[config.mk]
export PLATFORM = sky130hd
export DESIGN_NAME = pipe_hazard_ctrl
export DESIGN_NICKNAME = d
export VERILOG_FILES = /design/src/rtl/pipe_hazard_ctrl_pkg.sv /design/src/rtl/pipe_hazard_ctrl_fwd_sel.sv /design/src/rtl/pipe_hazard_ctrl.sv
export SDC_FILE = /design/constraint.sdc
export NUM_CORES = 1
export LEC_CHECK = 0
export CAP_MARGIN = 20
export CORE_MARGIN = 4
export CORE_UTILIZATION = 56
export CTS_CLUSTER_DIAMETER = 30
export DETAILED_ROUTE_END_ITERATION = 6
export DONT_BUFFER_PORTS = 1
export PLACE_DENSITY_LB_ADDON = 0.25
export SYNTH_ARGS = -nofsm -noshare
export SYNTH_HDL_FRONTEND = slang
export SYNTH_HIERARCHICAL = 1
export SYNTH_SLANG_ARGS = --single-unit
[constraint.sdc]
create_clock -name clk -period 1.6 [get_ports clk]
set_clock_uncertainty 0.05 [all_clocks]
set_input_delay 0.24 -clock clk [delete_from_list [all_inputs] [get_ports clk]]
set_output_delay 0.24 -clock clk [all_outputs]
set_load 0.005 [all_outputs]
[src/rtl/pipe_hazard_ctrl_pkg.sv]
// Shared pipeline definitions for the hazard / forwarding controller.
//   FWD_REG / FWD_WB / FWD_MEM : EX operand forwarding mux selects
//   state_t                    : memory-wait FSM states {RUN, WAIT}
//   REG_AW_DEF                 : default register address width
package pipe_hazard_ctrl_pkg;

    localparam int          REG_AW_DEF = 5;

    localparam logic [1:0]  FWD_REG    = 2'b00;
    localparam logic [1:0]  FWD_WB     = 2'b01;
    localparam logic [1:0]  FWD_MEM    = 2'b10;

    typedef enum logic {
        RUN  = 1'b0,
        WAIT = 1'b1
    } state_t;

endpackage

[src/rtl/pipe_hazard_ctrl_fwd_sel.sv]
// Single-operand forwarding comparator (combinational).
//   i_src          : EX source register to be resolved
//   i_mem_regwrite : MEM stage writes a register
//   i_mem_rd       : MEM destination
//   i_wb_regwrite  : WB stage writes a register
//   i_wb_rd        : WB destination
//   o_sel          : FWD_MEM, FWD_WB or FWD_REG; MEM is the younger value so it wins
module fwd_sel
    import pipe_hazard_ctrl_pkg::*;
#(
    parameter int REG_AW = REG_AW_DEF
) (
    input  logic [REG_AW-1:0] i_src,
    input  logic              i_mem_regwrite,
    input  logic [REG_AW-1:0] i_mem_rd,
    input  logic              i_wb_regwrite,
    input  logic [REG_AW-1:0] i_wb_rd,
    output logic [1:0]        o_sel
);

    logic w_mem_hit;
    logic w_wb_hit;

    // Register 0 is hardwired zero, so a write to it never produces data.
    assign w_mem_hit = i_mem_regwrite && (i_mem_rd != '0) && (i_mem_rd == i_src);
    assign w_wb_hit  = i_wb_regwrite  && (i_wb_rd  != '0) && (i_wb_rd  == i_src);

    always_comb begin
        o_sel = FWD_REG;
        if (w_mem_hit) begin
            o_sel = FWD_MEM;
        end else if (w_wb_hit) begin
            o_sel = FWD_WB;
        end
    end

endmodule

[src/rtl/pipe_hazard_ctrl.sv]
// Hazard, forwarding and pipeline-freeze controller for the 5-stage pipeline.
// Combines load-use detection, EX operand forwarding, taken-branch flush,
// multi-cycle data memory stall and a sticky memory-wait timeout flag.
//
// Ports:
//   clk, rst                  : clock, synchronous active-high reset
//   i_id_*                    : ID instruction qualifiers and source registers
//   i_ex_*                    : EX qualifiers, sources, destination, redirect
//   i_mem_*                   : MEM writeback qualifier, request, ready, dest
//   i_wb_regwrite, i_wb_rd    : WB writeback qualifier and destination
//   o_hold_*                  : freeze the corresponding pipeline register / PC
//   o_bubble_idex/_memwb      : load a NOP into that register
//   o_flush_ifid              : load a NOP into IF/ID
//   o_fwd_a, o_fwd_b          : EX operand forwarding selects
//   o_mem_err                 : sticky timeout flag, cleared only by rst
//   o_lu_stalls, o_mem_stalls, o_flushes : perf counters (HAZARD_PERF_CNT_EN only)
//
// Build option: define HAZARD_PERF_CNT_EN to add the three wrapping perf counters.
module pipe_hazard_ctrl
    import pipe_hazard_ctrl_pkg::*;
#(
    parameter int REG_AW      = REG_AW_DEF,
    parameter int MEM_TIMEOUT = 16,
    parameter int CNT_W       = 32
) (
    input  logic              clk,
    input  logic              rst,
    input  logic              i_id_valid,
    input  logic              i_id_uses_rs,
    input  logic              i_id_uses_rt,
    input  logic [REG_AW-1:0] i_id_rs,
    input  logic [REG_AW-1:0] i_id_rt,
    input  logic              i_ex_valid,
    input  logic              i_ex_regwrite,
    input  logic              i_ex_memread,
    input  logic [REG_AW-1:0] i_ex_rs,
    input  logic [REG_AW-1:0] i_ex_rt,
    input  logic [REG_AW-1:0] i_ex_rd,
    input  logic              i_ex_redirect,
    input  logic              i_mem_regwrite,
    input  logic              i_mem_req,
    input  logic [REG_AW-1:0] i_mem_rd,
    input  logic              i_mem_ready,
    input  logic              i_wb_regwrite,
    input  logic [REG_AW-1:0] i_wb_rd,
    output logic              o_hold_pc,
    output logic              o_hold_ifid,
    output logic              o_hold_idex,
    output logic              o_hold_exmem,
    output logic              o_bubble_idex,
    output logic              o_bubble_memwb,
    output logic              o_flush_ifid,
    output logic [1:0]        o_fwd_a,
    output logic [1:0]        o_fwd_b,
`ifdef HAZARD_PERF_CNT_EN
    output logic [CNT_W-1:0]  o_lu_stalls,
    output logic [CNT_W-1:0]  o_mem_stalls,
    output logic [CNT_W-1:0]  o_flushes,
`endif
    output logic              o_mem_err
);

    localparam logic [7:0] TIMEOUT_VAL = 8'(MEM_TIMEOUT);

    logic       w_lu;
    logic       w_mw;
    logic       w_unused_ex_regwrite;
    logic [1:0] w_fwd_a;
    logic [1:0] w_fwd_b;
    logic [7:0] w_wait_cnt_nxt;
    state_t     r_state;
    state_t     w_state_nxt;
    logic [7:0] r_wait_cnt;
    logic       r_mem_err;

    // EX regwrite does not affect any decision here (EX results forward from MEM).
    assign w_unused_ex_regwrite = i_ex_regwrite;

    // ---------------- forwarding ----------------
    fwd_sel #(.REG_AW(REG_AW)) u_fwd_a (
        .i_src          (i_ex_rs),
        .i_mem_regwrite (i_mem_regwrite),
        .i_mem_rd       (i_mem_rd),
        .i_wb_regwrite  (i_wb_regwrite),
        .i_wb_rd        (i_wb_rd),
        .o_sel          (w_fwd_a)
    );

    fwd_sel #(.REG_AW(REG_AW)) u_fwd_b (
        .i_src          (i_ex_rt),
        .i_mem_regwrite (i_mem_regwrite),
        .i_mem_rd       (i_mem_rd),
        .i_wb_regwrite  (i_wb_regwrite),
        .i_wb_rd        (i_wb_rd),
        .o_sel          (w_fwd_b)
    );

    assign o_fwd_a = rst ? FWD_REG : w_fwd_a;
    assign o_fwd_b = rst ? FWD_REG : w_fwd_b;

    // ---------------- hazard detection ----------------
    assign w_lu = i_id_valid && i_ex_valid && i_ex_memread && (i_ex_rd != '0) &&
                  ((i_id_uses_rs && (i_ex_rd == i_id_rs)) ||
                   (i_id_uses_rt && (i_ex_rd == i_id_rt)));

    assign w_mw = i_mem_req && !i_mem_ready;

    // Memory wait freezes everything, so a redirect or load-use in the frozen
    // stages is simply re-evaluated once memory completes. A redirect makes the
    // ID instruction wrong-path, so its load-use is irrelevant.
    always_comb begin
        o_hold_pc      = 1'b0;
        o_hold_ifid    = 1'b0;
        o_hold_idex    = 1'b0;
        o_hold_exmem   = 1'b0;
        o_bubble_idex  = 1'b0;
        o_bubble_memwb = 1'b0;
        o_flush_ifid   = 1'b0;
        if (!rst) begin
            if (w_mw) begin
                o_hold_pc      = 1'b1;
                o_hold_ifid    = 1'b1;
                o_hold_idex    = 1'b1;
                o_hold_exmem   = 1'b1;
                o_bubble_memwb = 1'b1;
            end else if (i_ex_redirect) begin
                o_flush_ifid   = 1'b1;
                o_bubble_idex  = 1'b1;
            end else if (w_lu) begin
                o_hold_pc      = 1'b1;
                o_hold_ifid    = 1'b1;
                o_bubble_idex  = 1'b1;
            end
        end
    end

    // ---------------- memory-wait FSM and timeout ----------------
    always_comb begin
        w_state_nxt = r_state;
        case (r_state)
            RUN:     if (w_mw)        w_state_nxt = WAIT;
            WAIT:    if (i_mem_ready) w_state_nxt = RUN;
            default: w_state_nxt = RUN;
        endcase
    end

    assign w_wait_cnt_nxt = (r_wait_cnt == TIMEOUT_VAL) ? r_wait_cnt : r_wait_cnt + 8'd1;

    always_ff @(posedge clk) begin
        if (rst) begin
            r_state    <= RUN;
            r_wait_cnt <= '0;
            r_mem_err  <= 1'b0;
        end else begin
            r_state <= w_state_nxt;
            if (r_state == WAIT) begin
                r_wait_cnt <= w_wait_cnt_nxt;
                // Sticky: the pipeline keeps waiting, software inspects the flag.
                if (w_wait_cnt_nxt == TIMEOUT_VAL) begin
                    r_mem_err <= 1'b1;
                end
            end else begin
                r_wait_cnt <= '0;
            end
        end
    end

    assign o_mem_err = r_mem_err;

`ifdef HAZARD_PERF_CNT_EN
    // ---------------- performance counters ----------------
    logic [CNT_W-1:0] r_lu_stalls;
    logic [CNT_W-1:0] r_mem_stalls;
    logic [CNT_W-1:0] r_flushes;

    always_ff @(posedge clk) begin
        if (rst) begin
            r_lu_stalls  <= '0;
            r_mem_stalls <= '0;
            r_flushes    <= '0;
        end else begin
            if (w_mw) begin
                r_mem_stalls <= r_mem_stalls + 1'b1;
            end else if (i_ex_redirect) begin
                r_flushes    <= r_flushes + 1'b1;
            end else if (w_lu) begin
                r_lu_stalls  <= r_lu_stalls + 1'b1;
            end
        end
    end

    assign o_lu_stalls  = r_lu_stalls;
    assign o_mem_stalls = r_mem_stalls;
    assign o_flushes    = r_flushes;
`endif

endmodule
==> images/sizing.png <==
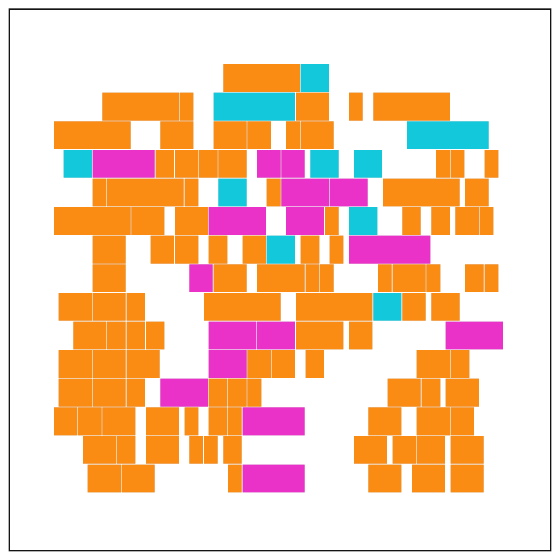
orange -> x1 and smaller  # cells 106
magenta -> x2  # cells 16
cyan -> x3 and x4  # cells 10, most used buf_4
count of plain and timing-repair buffers: 5
post-route design area: 1140 µm²
final worst setup slack: 0.0522 ns
Area Overhead vs Synth: 7.97%

==> images/class_map.png <==
Bar = 20 µm. Fill, decap, tap and diode cells in grey.
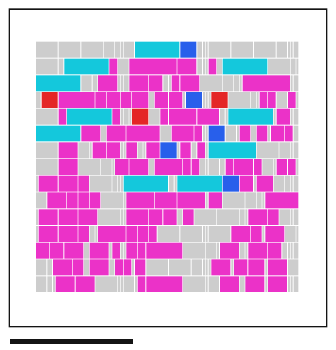
red -> clock-net drivers  # cells 3
magenta -> remaining logic cells  # cells 114
blue -> remaining buffers and delay cells  # cells 5
cyan -> sequential cells  # cells 10

==> images/gates.png <==
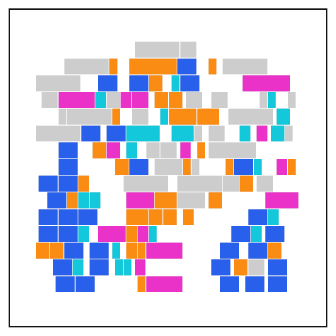
orange -> nor cells  # cells 32
cyan -> nand cells  # cells 21
magenta -> aoi and oai cells  # cells 15
blue -> xor and xnor cells  # cells 34
final non-filler cell total: 157
Comb area share: 0.722

==> images/m2.png <==
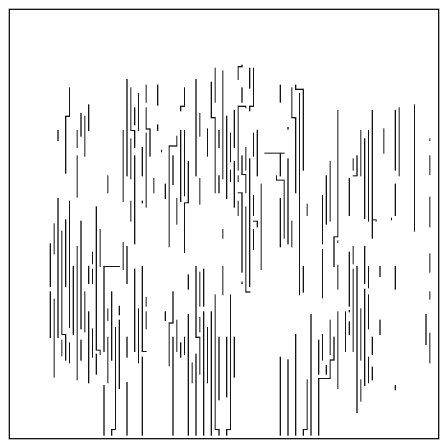
wire length on this layer = 1200 µm
nets with wire on the layer = 154
via count: 918
WL final: 2520 µm
M2 GR Usage: 0.356

==> impl_metrics.env <==
# implementation run metrics
export IMPL_status="finished, final reports clean"
export IMPL_crit_fanout=4
export IMPL_antenna_cells=0
export IMPL_crit_buf_inv=0
export IMPL_gr_usage_all_layers=0.202
export IMPL_cts_tree="built"
export IMPL_power_mw=0.532
export IMPL_vias_per_cell=5.85
export IMPL_warning_count=29
export IMPL_coreArea_um2=1750
export IMPL_drt_initial_drc_count=25
export IMPL_numClockSinks=10
export IMPL_worst_pin_slew_ns=0.334
export IMPL_yosysUniqueCellTypes=29
export IMPL_met3_usage=0.0816
export IMPL_synth_area_um2=1050
export IMPL_vdd_drop_max_v=0.000588
export IMPL_r2r_start="r_wait_cnt[0]"
export IMPL_min_period_ns=1.55
export IMPL_crit_path_max_incr_delay_ns=0.34
export IMPL_rrSetupSlack_ns=0.05
export IMPL_finalClockPeriodUsage=0.967
export IMPL_antenna_found_initial=0
export IMPL_fillers=157
export IMPL_synthesis_nets=179
export IMPL_ctsHoldBuffers=0
export IMPL_grt_max_degree=8
export IMPL_hold_viol=0
export IMPL_rsz0062_at_grt="yes"
export IMPL_cp_required_ns=1.73
export IMPL_hold_depth=1
export IMPL_path_delay_family="AND-OR/OR-AND gates"
export IMPL_flop_cell="dfxtp_1"
export IMPL_cts_clk_slew_worst_paths_ns=0.06
export IMPL_grt_pass1_vias=942
export IMPL_die_area_um2=2640
export IMPL_htreeDepth=1
export IMPL_fin_nets=184
export IMPL_grt_use_met1=0.228
export IMPL_relSlewSlack=0.776
export IMPL_die_x_um=51.3
export IMPL_overflow=0
export IMPL_fp_util=0.603
export IMPL_drv_slew=0
export IMPL_max_freq_ghz=0.646
export IMPL_syn_area_per_cell_um2=8.16
export IMPL_finalWeightedCongestion=0.847
export IMPL_chipHeight_um=51.3
export IMPL_min_from="rst"
export IMPL_ys_async_sr_fraction=0
export IMPL_dp_cells=154
export IMPL_synth_cells_yosys=129
export IMPL_p_leak_nw=0.385
export IMPL_edf_count=0
export IMPL_busiest_layer="met2"
export IMPL_grt_pass1_wl_um=4040
export IMPL_ys_chip_area_um2=1050
export IMPL_final_antenna_net_count=0
export IMPL_synthCells=129
export IMPL_r2r_end="o_mem_err"
export IMPL_crit_path_end_kind="flip-flop"
export IMPL_insertion_delay_ns=0.26
export IMPL_finalSetupViolations=0
export IMPL_preCtsSetupSlack_ns=0.0496
export IMPL_slowest_stage="dfxtp_2"
export IMPL_num_rows=15
export IMPL_yosysWarningCount=6
export IMPL_drive_above_1_share=0.197
export IMPL_cap_violations=0
export IMPL_cts_buffers=3
export IMPL_startpoint="r_wait_cnt[0]"
export IMPL_wl_per_cell_um=16.1
export IMPL_cts_setup_buffers=0
export IMPL_dp_hpwl_um=2100
export IMPL_r2r_cells=6
export IMPL_crit_chain="ha_1, and3_1, nand3_1, xor2_1, a31oi_1, o32ai_2"
export IMPL_drtPass1Iterations=4
export IMPL_worstPathArrival_ns=1.68
export IMPL_yosys_stat_seqShare=0.190
export IMPL_io_buffer_count=0
export IMPL_drc=0
export IMPL_path_class="reg2reg"
export IMPL_fin_tns_setup_ns=0
export IMPL_power_density_nw_per_um2=469
export IMPL_synth_flops=10
export IMPL_max_clock_path_buffers=2
export IMPL_start_kind="flip-flop"
export IMPL_hold_path_class="in2reg"
export IMPL_ioPinCount=60
## cell usage after synthesis, types with 3 or more instances
cell,number,share of area
nor2b_1,6,0.036
dfxtp_1,10,0.19
nand2_1,8,0.029
xnor2_1,17,0.14
nor4_1,5,0.030
nor2_1,10,0.036
buf_4,5,0.036
nor3_1,5,0.024
nand3_1,9,0.043
inv_1,6,0.021
nor3_2,3,0.029
a21oi_1,4,0.019
xor2_1,17,0.14
## sequential cells by signal, indices dropped and copies added, names as in the netlist
| register | cells |
|---|---|
| r_state | 1 |
| r_wait_cnt | 8 |
| o_mem_err | 1 |
## final cells by class
type / count / area [µm²] / area share
tap: 25 / 31.3 / 0.0275
clock buffer: 3 / 22.5 / 0.0198
inverter: 6 / 22.5 / 0.0198
multi-input combinational: 108 / 821 / 0.722
sequential: 10 / 201 / 0.177
timing repair buffer: 5 / 37.5 / 0.0330
## power breakdown
part	leakage, nW	internal (mW)	switching (mW)
sequential	0.0813	0.252	0.00211
combinational	0.290	0.0600	0.0491
clock	0.0138	0.0868	0.0827
## worst reg2reg max path, cell delays in order (launching register included)
cell	delay (ns)
dfxtp_2	0.34
ha_1	0.20
and3_1	0.20
nand3_1	0.10
xor2_1	0.19
a31oi_1	0.13
o32ai_2	0.25
## layout by cell type (no fill, tap or decap), types with 2 or more instances in the layout
master and instances:
a21oi_1 4, ha_1 2, nor2_2 3, dfxtp_1 9, nand2b_1 2, nor4_1 4
clkbuf_4 3, nand2_1 8, xor2_1 17, nor2b_1 6, o41ai_2 2, and3_1 2
xnor2_1 17, nor3_2 3, a211oi_2 2, nor2_1 9, buf_4 5, nand3_1 9
inv_1 6, nor3_1 5
## cell families (layout without fill, tap and decap cells)
group / Yosys count / count (layout) / synth area share
DFF: 10 / 10 / 0.190
AOI/OAI and AO/OA: 16 / 16 / 0.134
xor gates and xnor gates: 34 / 34 / 0.283
and+or+nand+nor: 56 / 56 / 0.312
buffers and inverters: 11 / 14 / 0.0571
adders and majority gates: 2 / 2 / 0.0238
## per-layer routing
layer | share of wire | up-vias | routed length, µm
li1 | - | 453 | -
met1 | 0.39 | 412 | 988
met2 | 0.48 | 49 | 1200
met3 | 0.12 | 4 | 315
met4 | 0.0067 | 0 | 17
met5 | 0 | - | 0
## stage by stage
| step | hold slack [ns] | cell area, µm² | util |
|---|---|---|---|
| 2_1_floorplan | 0.296 | 1060 | - |
| 3_3_place_gp | 0.302 | 1090 | 0.624 |
| 3_5_place_dp | 0.300 | 1090 | 0.624 |
| 4_1_cts | 0.0212 | 1110 | 0.637 |
| 5_1_grt | 0.0106 | 1140 | 0.651 |
| 6_report | 0.0282 | 1140 | 0.651 |
## worst max-delay path by stage
stage	cells after the start	slack (ns)	to
after CTS	6	0.03	o_mem_err
after global placement	5	0.05	o_hold_ifid
final	6	0.05	o_mem_err
after global routing	5	-0.07	o_mem_err
after detailed placement	5	0.05	o_hold_ifid
after floorplan	6	0.01	o_hold_pc
Power and IR drop assume default switching activity.
